==> config.mk <==
export PLATFORM = sky130hd
export DESIGN_NAME = fetch_unit
export DESIGN_NICKNAME = d
export VERILOG_FILES = /design/src/rtl/fetch_unit_pkg.sv /design/src/rtl/fetch_fifo.sv /design/src/rtl/fetch_unit.sv
export SDC_FILE = /design/constraint.sdc
export NUM_CORES = 1
export LEC_CHECK = 0
export CAP_MARGIN = 40
export CORE_UTILIZATION = 50
export DETAILED_ROUTE_END_ITERATION = 6
export GPL_TIMING_DRIVEN = 0
export PLACE_DENSITY = 0.73
export RECOVER_POWER = 50
export SLEW_MARGIN = 20
export SYNTH_ARGS = -nofsm -noshare
export SYNTH_HDL_FRONTEND = slang
export SYNTH_SLANG_ARGS = --single-unit
==> constraint.sdc <==
create_clock -name clk -period 4.68 [get_ports clk]
set_input_delay 0.936 -clock clk [delete_from_list [all_inputs] [get_ports clk]]
set_output_delay 0.936 -clock clk [all_outputs]
set_load 0.01 [all_outputs]
Run 1, M1 wires:
Scale bar: 20 µm. Supply wires on this layer in grey.
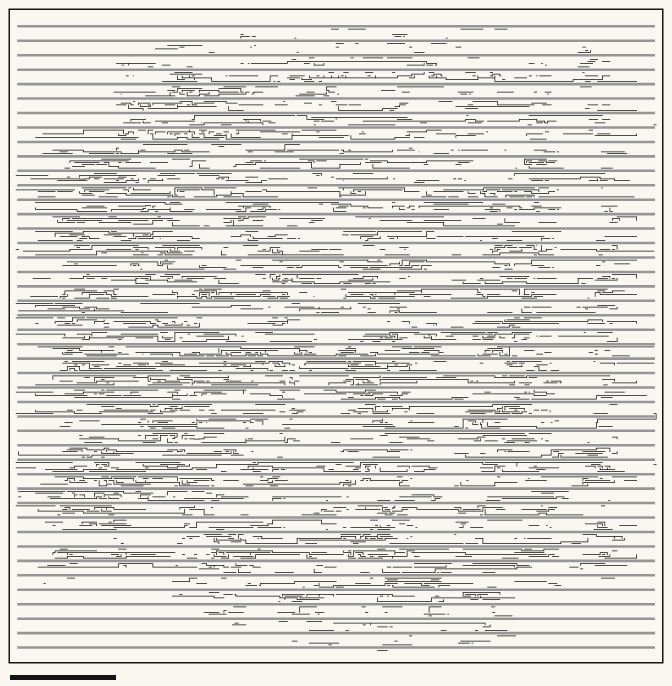
wire length on this layer: 7200 µm
nets with wire on the layer: 749
longest straight run: 29.4 µm
final WL: 16300 µm
GR Util met1: 27.8%
vias: 5443

Run 1, M2 wires:
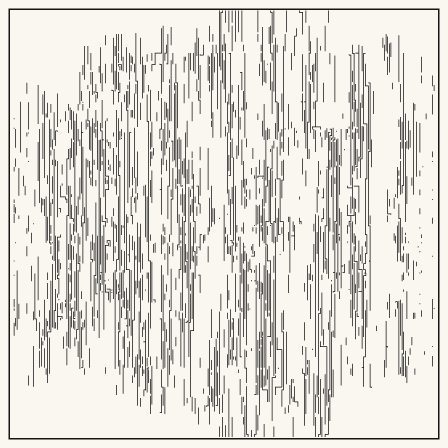
main direction: vertical
longest straight run: 56.7 µm
met2 usage: 37.9%

Run 1, metal 3:
Scale bar: 20 µm. Cells faint in the background.
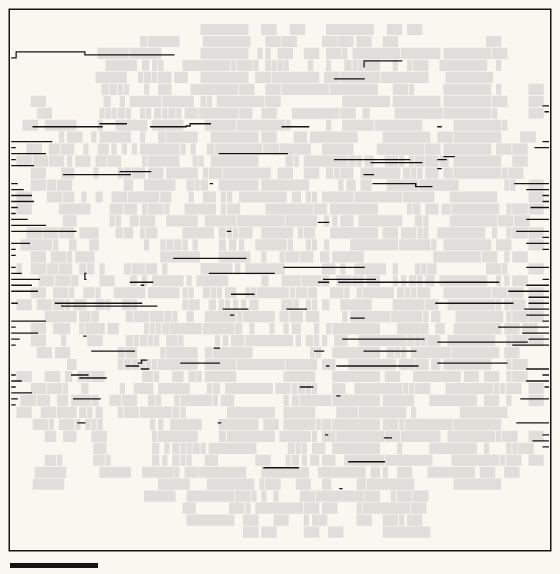
share of all routed wire: 4.8%
longest straight run: 36.3 µm
nets with wire on the layer: 108
met3 Usage GRT: 4.55%

==> out/metrics.cfg, run 1 <==
[run_status]
status=finished, final reports clean

[final_layout]
instances_no_fill=988
inv_count=4
diodes=1
layout_top_cells=nand2_1, edfxtp_1, nor2_1
flop_area_mm2=0.00438
comb_area_mm2=0.00270
fin_util_pct=64.9
buffer_area_share_pct=13.7
fin_nets=833
lay_top_count=nand2_1
dominant_cells=registers
n_all_buffers=150
area_growth_pct=24.9
post-route-cell-area_mm2=0.00911
clkCellAreaFrac_pct=5.88
seq_share_pct=48.1

[power_and_ir_drop]
leakage_nw=3.15
p_total_mw=3.14
power_frac_comb_pct=8.0
p_seq_share_pct=51.6
p_seq_mw=1.62
power.group.top=registers
pg_comb_mw=0.252
power.internal_mw=2.46
power_clock_mw=1.27
vdd_drop_max_uv=203
switchingPower_mw=0.683

[flow_run]
cap_violations=0
warnings=26

[clock_tree]
cts_resized=0
cts_tree=built
cts-root-buf=clkbuf_16
postCtsHoldBufs=0
clock_path_buffers=2
cts_setup_buffers=0
clkLatencyLatePin_ns=0.42
clock-sinks=170
numCtsBuffers=17
cts.clk_slew.worst_paths_ns=0.06

[grt]
grt_pass1_vias=5105
grt_pass1_wl_um=25300
grt_antenna_before_repair=1

[routing]
viasPerCell=5.51
drc=0
ant_nets=0
wire_per_inst_um=16.5
dr.pass1.iters=7
first_iter_violations=305

[die]
core-area_mm2=0.0140
fp.dieW_um=123
num_io_pins=102
floorplan.core_util_pct=51.9
die_area_mm2=0.0151
nWellTaps=180

[worst_setup_path]
cp-end-kind=output pin
cpMaxStageDelayCell=dlygate4sd3_1
reg2reg_depth=7
required_ns=3.74
critPathTopFamily=buffers and inverters
path_class=in2out
worstSetupStartpointType=input port
path_depth=6
arrival_ns=3.34
crit_chain=dlygate4sd3_1 > buf_4 > buf_2 > mux2i_1 > nor2_1 > clkdlybuf4s50_1
r2r_slack_ns=1.50
critPathMaxFanout=19
critPathBufInv=4

[sta]
fin_worst_skew_ns=0.00507
hold_ws_ns=0.454
finalMaxSlewViolations=0
rsz0062_at_grt=no
min_period_ns=4.28
post-route-period-util_pct=91.4
fin_setup_tns_ns=0
fin_ws_ns=0.404
setup_viol=0
slew_headroom_pct=39.0
fmax_mhz=234

[logic_synthesis]
ys.flop_type=edfxtp_1
synth-async-reset-ratio_pct=0
syn_inst=674
edf_count=98
synth_flops=170
ys_top_cells_by_count=nand2_1, edfxtp_1, nor2_1, dfxtp_1, mux2i_1
most_common_cell=nand2_1
area_leaders=edfxtp_1, dfxtp_1, mux2i_1
yosysSeqAreaShare_pct=60.1
syn_nets=713
yosys-stat-cells=674
ys_warn_count=0
synth_top_area_share_pct=40.4
ys_area_mm2=0.00729

[place]
dpl.hpwl_um=11700
pre_cts_ws_ns=-0.0877
place_area_mm2=0.00858
dp.cells=956
place_congestion=0.871

[min_path]
holdPathStages=2

==> run 1: metal layers <==
| layer | track usage [%] | share of wire (%) | vias up |
|---|---|---|---|
| met5 | 0 | 0 | - |
| met2 | 37.9 | 49 | 173 |
| met3 | 4.55 | 4.8 | 35 |
| met4 | 11.1 | 2.1 | 0 |
| met1 | 27.8 | 44 | 2581 |
| li1 | - | - | 2654 |
==> run 1: cells by family (layout without fill, tap and decap cells) <==
logic type                 count (synthesis)  after routing  share of synthesized area (%)
and+or+nand+nor                          250            250                           14.9
DFF                                      170            170                           60.1
AOI/OAI and AO/OA                        122            122                           11.3
muxes                                     64             64                           8.79
buffers and inverters                     53            186                           2.93
xor gates and xnor gates                  12             12                           1.44
adders and majority gates                  3              3                          0.515
other                                      0              1                              0
==> run 2: changes to the inputs <==
- ABC_AREA: not set -> 1
Run 2, M1 wires:
Scale bar: 20 µm. Supply wires on this layer in grey.
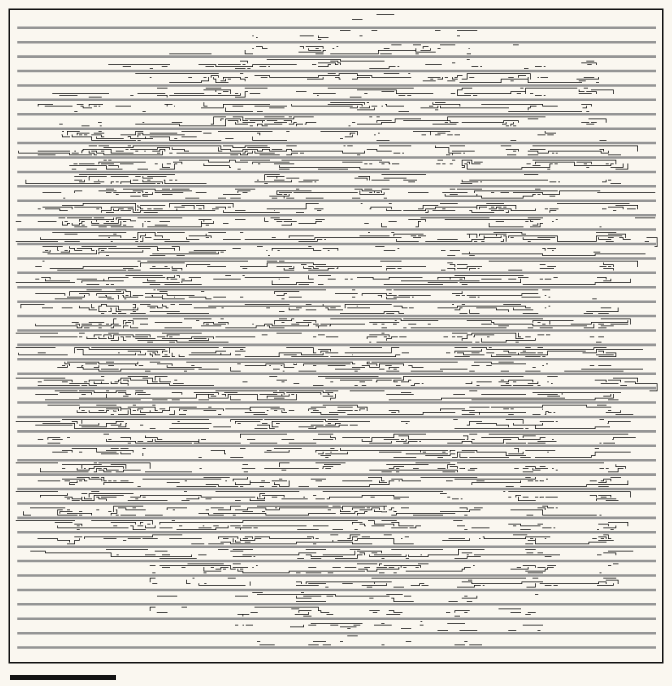
wire length on this layer: 7400 µm
main direction: horizontal
nets with wire on the layer: 919
share of all routed wire: 43%
longest straight run: 31.7 µm
GR Util met1: 29.6%
vias: 6034
final WL: 17100 µm

==> out/metrics.cfg, run 2 <==
[run_status]
status=finished, final reports clean

[worst_setup_path]
required_ns=3.74  ; about the same
critPathBufInv=4  ; unchanged
path_depth=6  ; unchanged
arrival_ns=3.10  ; -0.24 ns
critPathMaxFanout=10  ; -9
path_class=in2out

[power_and_ir_drop]
power.group.top=registers
p_seq_mw=1.63  ; about the same
leakage_nw=3.68  ; +17%
pg_comb_mw=0.272  ; +7.9%
power.internal_mw=2.62  ; +6.7%
p_total_mw=3.34  ; +6.5%
power_clock_mw=1.44  ; +10%
switchingPower_mw=0.720  ; +5.5%
p_seq_share_pct=48.7  ; -2.9 points

[final_layout]
instances_no_fill=1156  ; +17%
area_growth_pct=26.2
post-route-cell-area_mm2=0.00924  ; +1.5%
diodes=0  ; -1
layout_top_cells=nand2_1, a21oi_1, edfxtp_1
fin_nets=1002  ; +20%

[logic_synthesis]
synth_flops=170  ; unchanged
ys.flop_type=edfxtp_1
syn_nets=879  ; +23%
synth_top_area_share_pct=40.2  ; -0.19 points
synth-async-reset-ratio_pct=0  ; unchanged
ys_warn_count=0  ; unchanged
area_leaders=edfxtp_1, dfxtp_1, nand2_1
edf_count=98  ; unchanged
ys_top_cells_by_count=nand2_1, a21oi_1, edfxtp_1, inv_1, o21ai_0
syn_inst=840  ; +25%
ys_area_mm2=0.00732  ; +0.46%
yosysSeqAreaShare_pct=59.9  ; -0.28 points
most_common_cell=nand2_1

[clock_tree]
cts_resized=0  ; unchanged
postCtsHoldBufs=0  ; unchanged
cts-root-buf=clkbuf_16
clkLatencyLatePin_ns=0.42  ; about the same
clock-sinks=170  ; unchanged
clock_path_buffers=2  ; unchanged
cts.clk_slew.worst_paths_ns=0.06  ; about the same

[sta]
fin_ws_ns=0.647  ; +0.242 ns
setup_viol=0  ; unchanged
rsz0062_at_grt=no
slew_headroom_pct=33.5  ; -5.4 points
fmax_mhz=248  ; +6.0%
finalMaxSlewViolations=0  ; unchanged
post-route-period-util_pct=86.2  ; -5.2 points
fin_setup_tns_ns=0  ; unchanged
min_period_ns=4.03  ; -0.242 ns

[flow_run]
cap_violations=0  ; unchanged
warnings=26  ; unchanged

[place]
pre_cts_ws_ns=0.787  ; +0.874 ns
dpl.hpwl_um=12100  ; +4.1%
place_congestion=0.957  ; +9.9%
dp.cells=1124  ; +18%
place_area_mm2=0.00864  ; +0.71%

[grt]
grt_antenna_before_repair=0  ; -1
use_met3_pct=5.54  ; +0.98 points
grt_pass1_wl_um=26800  ; +6.0%
grt_pass1_vias=5558  ; +8.9%

[die]
num_io_pins=102  ; unchanged
floorplan.core_util_pct=52.0  ; about the same
fp.dieW_um=123  ; +0.23%
core-area_mm2=0.0141  ; +0.38%

[routing]
drc=0  ; unchanged
wire_per_inst_um=14.8  ; -11%
viasPerCell=5.22  ; -5.3%
wl_met2_um=8320  ; +4.2%
wl_met1_um=7400  ; +2.8%
dr.pass1.iters=5  ; -2
ant_nets=0  ; unchanged
first_iter_violations=472  ; +55%
top_layer_used=met4

run 2: final cells by class:
class | count | area, µm²
clock buffers | 19 | 443
fillers | 1159 | 4850
multi-input cells | 528 | 2370
repair buffers | 104 | 1090
plain buffers | 47 | 203
clock inverters | 13 | 174
flip-flops and latches | 170 | 4380
well taps | 180 | 225
inverters | 95 | 357
run 2: logic make-up after synthesis:
logic type | synth area share (%)
xor+xnor | 0.478
simple gates | 17.3
flops | 59.9
fa+ha+maj | 0.513
compound gates | 14.1
buf+inv | 7.74
run 2: per-stage QoR:
step                utilization (%)  hold WS (ns)
floorplan                         -         0.436
global placement               60.7         0.447
detailed placement             61.3         0.451
CTS                            65.7         0.462
global route                   65.6         0.489
finish                         65.6         0.460
